`config.mk`:
```
export PLATFORM = sky130hd
export DESIGN_NAME = hpc_regbank
export DESIGN_NICKNAME = d
export VERILOG_FILES = /design/src/rtl/hpc_regbank.sv
export SDC_FILE = /design/constraint.sdc
export NUM_CORES = 1
export LEC_CHECK = 0
export CAP_MARGIN = 0
export CORE_ASPECT_RATIO = 1.75
export CORE_UTILIZATION = 50
export DETAILED_ROUTE_END_ITERATION = 16
export HOLD_SLACK_MARGIN = 0.02
export PLACE_DENSITY = 0.79
export REMOVE_ABC_BUFFERS = 1
export SETUP_SLACK_MARGIN = 0.1
export SLEW_MARGIN = 20
export SYNTH_ARGS = -nofsm -noshare
export SYNTH_HDL_FRONTEND = slang
export SYNTH_SLANG_ARGS = --single-unit
export TNS_END_PERCENT = 100
```
`constraint.sdc`:
```
create_clock -name clk -period 3.1 [get_ports clk]
set_input_delay 0.465 -clock clk [delete_from_list [all_inputs] [get_ports clk]]
set_output_delay 0.465 -clock clk [all_outputs]
set_load 0.02 [all_outputs]
```
`src/rtl/hpc_regbank.sv`:
```
// Avalon-MM register bank: version, command, error counter, RW control words
// and read-only snapshots of live status channels.
module hpc_regbank #(
   parameter int WIDTH       = 32,
   parameter int ADDR_W      = 6,
   parameter int N_CTRL      = 4,
   parameter int N_STAT      = 8,
   parameter int SYS_VERSION = 21
) (
   input  logic                     clk,
   input  logic                     reset_n,
   input  logic [ADDR_W-1:0]        slave_address,
   input  logic                     slave_read,
   input  logic                     slave_write,
   input  logic [WIDTH-1:0]         slave_writedata,
   output logic [WIDTH-1:0]         slave_readdata,
   output logic                     slave_readdatavalid,
   output logic [N_CTRL*WIDTH-1:0]  ctrl_out,
   input  logic [N_STAT*WIDTH-1:0]  stat_in,
   output logic                     snap_pulse
);

   localparam int IDX_W     = ADDR_W - 2;
   localparam int CTRL_BASE = 4;
   localparam int STAT_BASE = CTRL_BASE + N_CTRL;
   localparam int N_MAP     = STAT_BASE + N_STAT;
   localparam logic [WIDTH-1:0] VERSION_VAL = WIDTH'(SYS_VERSION);
   localparam logic [WIDTH-1:0] ERR_MAX     = '1;

   if (N_MAP > (1 << IDX_W)) begin : g_map_check
      $error("hpc_regbank: register map does not fit in the address space");
   end

   logic [N_CTRL*WIDTH-1:0] ctrl_q;
   logic [N_STAT*WIDTH-1:0] stat_q;
   logic [WIDTH-1:0]        err_cnt;

   int               idx;
   logic             rd_ok;
   logic             wr_ok;
   logic             collide;
   logic             mapped;
   logic             ro_idx;
   logic             err_evt;
   logic             do_snap;
   logic             do_clr;
   logic [WIDTH-1:0] rd_mux;
   logic             unused_addr;

   assign unused_addr = ^slave_address[1:0];
   assign ctrl_out    = ctrl_q;

   always_comb begin
      idx     = int'(slave_address[ADDR_W-1:2]);
      rd_ok   = slave_read & ~slave_write;
      wr_ok   = slave_write & ~slave_read;
      collide = slave_read & slave_write;
      mapped  = (idx < N_MAP);
      ro_idx  = (idx == 0) || (idx == 2) || (idx == 3) || ((idx >= STAT_BASE) && mapped);
      err_evt = collide || ((rd_ok || wr_ok) && !mapped) || (wr_ok && mapped && ro_idx);
      do_snap = wr_ok && (idx == 1) && slave_writedata[0];
      do_clr  = wr_ok && (idx == 1) && slave_writedata[1];

      // CMD, idx 3 and unmapped indices fall through to zero
      rd_mux = '0;
      if (idx == 0) rd_mux = VERSION_VAL;
      if (idx == 2) rd_mux = err_cnt;
      for (int k = 0; k < N_CTRL; k++)
         if (idx == CTRL_BASE + k) rd_mux = ctrl_q[k*WIDTH +: WIDTH];
      for (int s = 0; s < N_STAT; s++)
         if (idx == STAT_BASE + s) rd_mux = stat_q[s*WIDTH +: WIDTH];
   end

   always_ff @(posedge clk or negedge reset_n) begin
      if (!reset_n) begin
         ctrl_q              <= '0;
         stat_q              <= '0;
         err_cnt             <= '0;
         slave_readdata      <= '0;
         slave_readdatavalid <= 1'b0;
         snap_pulse          <= 1'b0;
      end else begin
         slave_readdatavalid <= rd_ok;
         if (rd_ok) slave_readdata <= rd_mux;

         snap_pulse <= do_snap;
         if (do_snap) stat_q <= stat_in;

         for (int k = 0; k < N_CTRL; k++)
            if (wr_ok && (idx == CTRL_BASE + k)) ctrl_q[k*WIDTH +: WIDTH] <= slave_writedata;

         // a clear always beats a same-cycle error event
         if (do_clr)
            err_cnt <= '0;
         else if (err_evt && (err_cnt != ERR_MAX))
            err_cnt <= err_cnt + WIDTH'(1);
      end
   end

endmodule

```
### M1 wires, run 1

Drawn at 2 px/um. Supply wires on this layer in grey. Cells faint in the background.
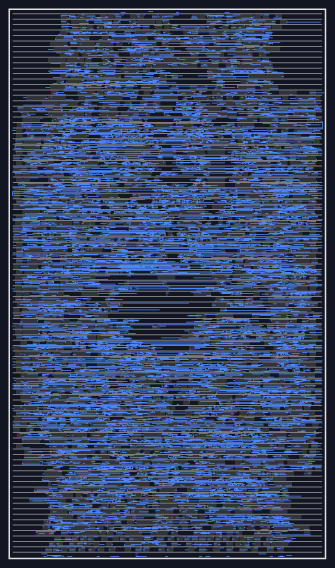
The layer carries 26.5 mm of wire. The wires run mostly horizontal. The layer holds 35% of the routed length. 2246 nets have wire on it. The longest straight run is 69.0 um.

### The metal 2 layer, run 1

Drawn at 2 px/um.
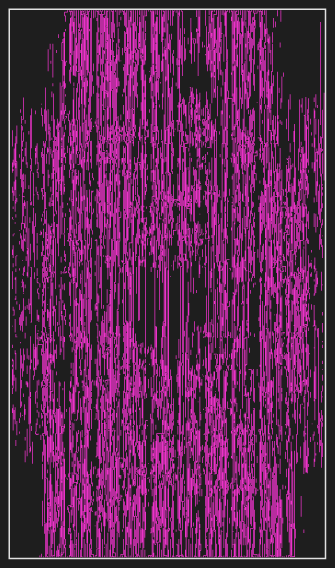
The layer carries 38.3 mm of wire. The longest straight run is 84.0 um. 2304 nets have wire on it. The layer holds 50% of the routed length.

### Met3 routing, run 1

Drawn at 3 px/um. Cells faint in the background.
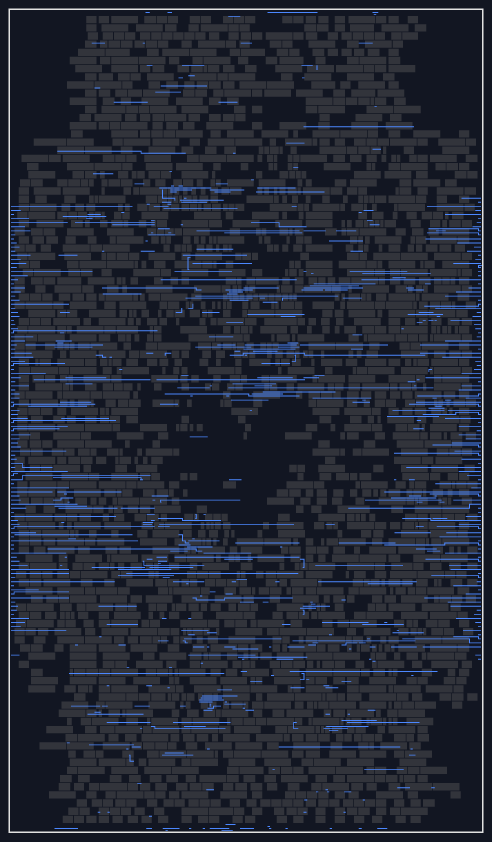
445 nets have wire on it. The wires run mostly horizontal. The layer carries 5310 um of wire.

==> results.json, run 1 <==
{
  "peakVddDrop_mv": 0.589,
  "gp_congestion": 0.910,
  "dr_wl_met2_um": 38300,
  "hold_depth": 2,
  "cp-end-kind": "register",
  "grtUsageMet2_pct": 59.9,
  "synth_top_cell_by_count": "dfrtp_1",
  "fin_setup_tns_ns": 0,
  "worstReg2RegEnd": "err_cnt[3]",
  "ys_seq_share_pct": 53.3,
  "yosys-top-cells-count": "dfrtp_1, mux2_2, a21oi_1, nand2_1, o21ai_0",
  "seq_area_um2": 11300,
  "place_area_um2": 26700,
  "aoi_share_pct": 12.4,
  "gr-usage-met1_pct": 39.8,
  "syn_avg_cell_area_um2": 12.4,
  "h-tree-depth": 2,
  "diodes": 16,
  "min_to": "slave_readdata[0]",
  "finalPower_mw": 16.6,
  "setup_ws_ns": 0.484,
  "p_leak_nw": 12.2,
  "area_delta_synth_final_pct": 33.4,
  "final_util_pct": 67.7,
  "clk_pin_slew_worst_paths_ns": 0.07,
  "nWellTaps": 555,
  "top_layer_used": "met4",
  "ys_sh_simple_pct": 7.15,
  "hold-worst-slack_ns": 0.492,
  "drt_iter0_drc": 1370,
  "seq_cells": 450,
  "ys_sh_xor_pct": 0.0829,
  "grt_pass1_wl_um": 111000,
  "ys_cells": 1709,
  "initCoreUtil_pct": 50.7,
  "rr_worst_depth": 6,
  "cts_buffers": 42,
  "comb_area_share_pct": 33.0,
  "via_count": 17300,
  "async_flop_share_pct": 100,
  "ys_sh_adder_pct": 0.0592,
  "viasPerCell": 6.22,
  "clock_tree_area_fraction_pct": 5.00,
  "hp-start": "slave_readdata[0]",
  "design_area_um2": 28200,
  "relSlewSlack_pct": 25.2,
  "status": "finished, final reports clean",
  "period_needed_ns": 2.62,
  "gr-total-overflow": 0,
  "post-route-period-util_pct": 84.4,
  "synthCells": 1709,
  "edf_count": 0,
  "grt_pass1_vias": 17900,
  "p_per_area_nw_per_um2": 589,
  "crit_start": "err_cnt[16]",
  "ys_top_logic_family": "multiplexers",
  "r2r_start": "err_cnt[16]",
  "n_clock_buffer": 61,
  "drt_pass1_iterations": 5,
  "critPathKind": "reg2reg",
  "warning_count": 27,
  "finalWirelength_um": 75900,
  "drt-wirelength-per-cell_um": 27.4,
  "fillers": 3106,
  "ant_nets": 0,
  "ff_type": "dfrtp_1",
  "clk_path_buf_depth": 3,
  "bufAreaShareNonClock_pct": 19.3,
  "route.detailed.drc": 0,
  "hp-class": "reg2reg",
  "hold_buffers": 1,
  "insertion_delay_ns": 0.56,
  "fin_cells": 2774,
  "largest_area_cell": "dfrtp_1",
  "topCellsByArea": "dfrtp_1, mux2_2, a21oi_1, o21ai_0, nand2_1",
  "maxSlewViolCount": 0,
  "drt-met1-wl_um": 26500,
  "logic_gates": 1119,
  "logic_area_um2": 9290,
  "yosysChipArea_um2": 21100,
  "synth.top_cell.area_share_pct": 53.3,
  "wl_met3_um": 5310,
  "die_x_um": 157,
  "fmax_ghz": 0.382,
  "ctsResizeCount": 0,
  "port_buffers": 457,
  "worst_slew_pin_slew_ns": 1.12
}
[run 1: layout by cell type (no fill, tap or decap), drive strengths merged, types with 17 or more instances in the layout]
master         Yosys  layout
nor2b             18      18
buf               66      96
a22oi             27      27
nor2              45      45
or3               20      20
o221ai            20      20
mux2i             27      27
a21oi            102     102
nand3             17      17
nand2             92      92
a221oi            21      21
nor3              17      17
clkbuf            59      61
mux2             407     407
o21ai             76      76
clkdlybuf4s50      0     452
dfrtp            450     450
[run 1: worst max-delay path: stages (launching register included)]
cell,delay [ns]
dfrtp_1,0.49
nand4_2,0.20
or4_4,0.60
o31ai_4,0.80
buf_4,0.27
o211ai_1,0.08
o31ai_1,0.09
[run 1: where the power goes]
group	switching [mW]	internal, mW
sequential	0.685	6.74
clock	2.27	3.14
combinational	1.80	1.95
==> run 2, diff against run 1 <==
Clock period 3.1 ns to 2.75 ns, I/O delays scaled along.
### Congestion heat map, run 2

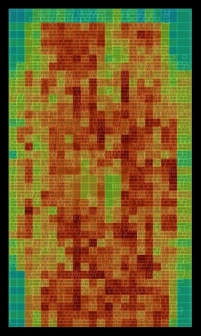
Wirelength per Cell: 27.2 um
GRT Total Usage: 35.2%
met1 GRT Util: 39.1%

==> run 2 against run 1 <==
Hold slack got worse by 0.078 ns. Via count rose by 0.64%. Register-to-register slack got worse by 0.29 ns. Sequential power rose by 13%. Synthesized area did not move. Clock skew rose by 0.018 ns. Largest cell class unchanged.
==> results.json, run 2 <==
{
  "sequentialPowerShare_pct": 44.8,
  "clk_pin_slew_worst_paths_ns": 0.06,
  "ys_top_logic_family": "multiplexers",
  "cp-end-kind": "register",
  "layout.cells.most_common": "clkdlybuf4s50_1",
  "crit_end": "err_cnt[11]",
  "cts_buffers": 43,
  "clk_path_buf_depth": 3,
  "crit_chain": "nand4_2 > or4_4 > o31ai_2 > or4_2 > a21oi_2",
  "crit_start": "err_cnt[18]",
  "hold-worst-slack_ns": 0.414,
  "port_buffers": 457,
  "ys_sh_simple_pct": 7.15,
  "p_switching_mw": 5.42,
  "p_clk_mw": 6.04,
  "hp-class": "in2async",
  "gr-total-overflow": 0,
  "rr_worst_depth": 5,
  "final_util_pct": 68.5,
  "peakVddDrop_mv": 0.491,
  "power_frac_clock_pct": 32.3,
  "synth.top_cell.area_share_pct": 53.3,
  "drt_iter0_drc": 1422,
  "clock-root-buffer": "clkbuf_16",
  "route.detailed.drc": 0,
  "crit_buf_inv": 0,
  "ys_sh_adder_pct": 0.0592,
  "async_flop_share_pct": 100,
  "largest_area_cell": "dfrtp_1",
  "max_stage_delay_ns": 0.83,
  "fin_setup_tns_ns": 0,
  "grt_pass1_vias": 18200,
  "synthCells": 1709,
  "r2r_start": "err_cnt[18]",
  "finalPower_mw": 18.7,
  "initCoreUtil_pct": 50.7,
  "relSlewSlack_pct": 37.7,
  "ys_cells": 1709,
  "yosys-top-cells-count": "dfrtp_1, mux2_2, a21oi_1, nand2_1, o21ai_0",
  "setup_ws_ns": 0.197,
  "ys_sh_xor_pct": 0.0829,
  "critical-path-slowest-cell": "o31ai_2",
  "ctsResizeCount": 0,
  "status": "finished, final reports clean",
  "pwr.group.sequential_mw": 8.38,
  "critPathKind": "reg2reg",
  "die_x_um": 157,
  "yosysChipArea_um2": 21100,
  "hold_buffers": 1,
  "area_delta_synth_final_pct": 35.1,
  "edf_count": 0,
  "fin_cells": 2801,
  "topCellsByArea": "dfrtp_1, mux2_2, a21oi_1, o21ai_0, nand2_1",
  "p_comb_mw": 4.27,
  "via_count": 17400,
  "post-route-period-util_pct": 92.8,
  "viasPerCell": 6.20,
  "internal-power_mw": 13.3,
  "cap_violations": 0,
  "design_area_um2": 28500,
  "worst_slew_pin_slew_ns": 0.929,
  "period_needed_ns": 2.55,
  "ys_seq_share_pct": 53.3,
  "gp_congestion": 0.972,
  "p_leak_nw": 12.4,
  "swShare_pct": 29.0,
  "synth_top_cell_by_count": "dfrtp_1",
  "fmax_ghz": 0.392,
  "lay_top_cells": "clkdlybuf4s50_1, dfrtp_1, mux2_2, a21oi_1, buf_4",
  "p_comb_share_pct": 22.8,
  "cp_top_family": "simple AND/OR/NAND/NOR gates",
  "worstReg2RegEnd": "err_cnt[11]",
  "syn_avg_cell_area_um2": 12.4,
  "fillers": 3085,
  "h-tree-depth": 2,
  "warning_count": 27,
  "aoi_share_pct": 12.4,
  "crit_cells": 5,
  "p_per_area_nw_per_um2": 655,
  "grt_pass1_wl_um": 111000,
  "finalWirelength_um": 76100
}
### Met3 routing, run 2

Drawn at 3 px/um. Cells faint in the background.
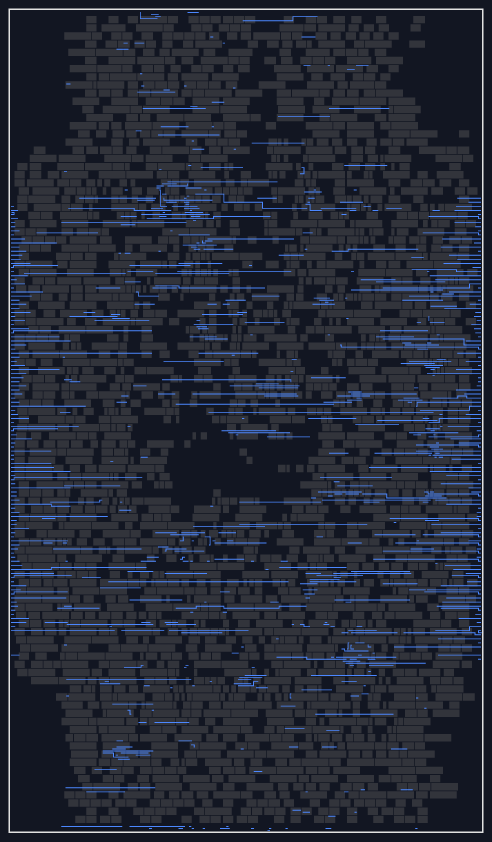
The longest straight run is 74.7 um. 454 nets have wire on it. The wires run mostly horizontal.

## run 2: layout make-up
type / instances / area (um2) / share of cell area [%]
repair buffers: 573 / 5750 / 20.2
flip-flops and latches: 450 / 11300 / 39.5
clock buffers: 63 / 1320 / 4.64
multi-input cells: 1120 / 9310 / 32.6
clock inverters: 13 / 110 / 0.386
diodes: 13 / 32.5 / 0.114
inverters: 14 / 52.6 / 0.184
well taps: 555 / 694 / 2.43
## run 2: routing by layer
layer / routed length [um] / vias to the layer above / global-route usage, %
li1: - / 7423 / -
met1: 26300 / 8788 / 39.1
met4: 5350 / 0 / 24.2
met5: 0 / - / 0
met3: 5340 / 243 / 5.88
met2: 39100 / 918 / 61.0
Power is estimated from default activity; no workload was simulated.
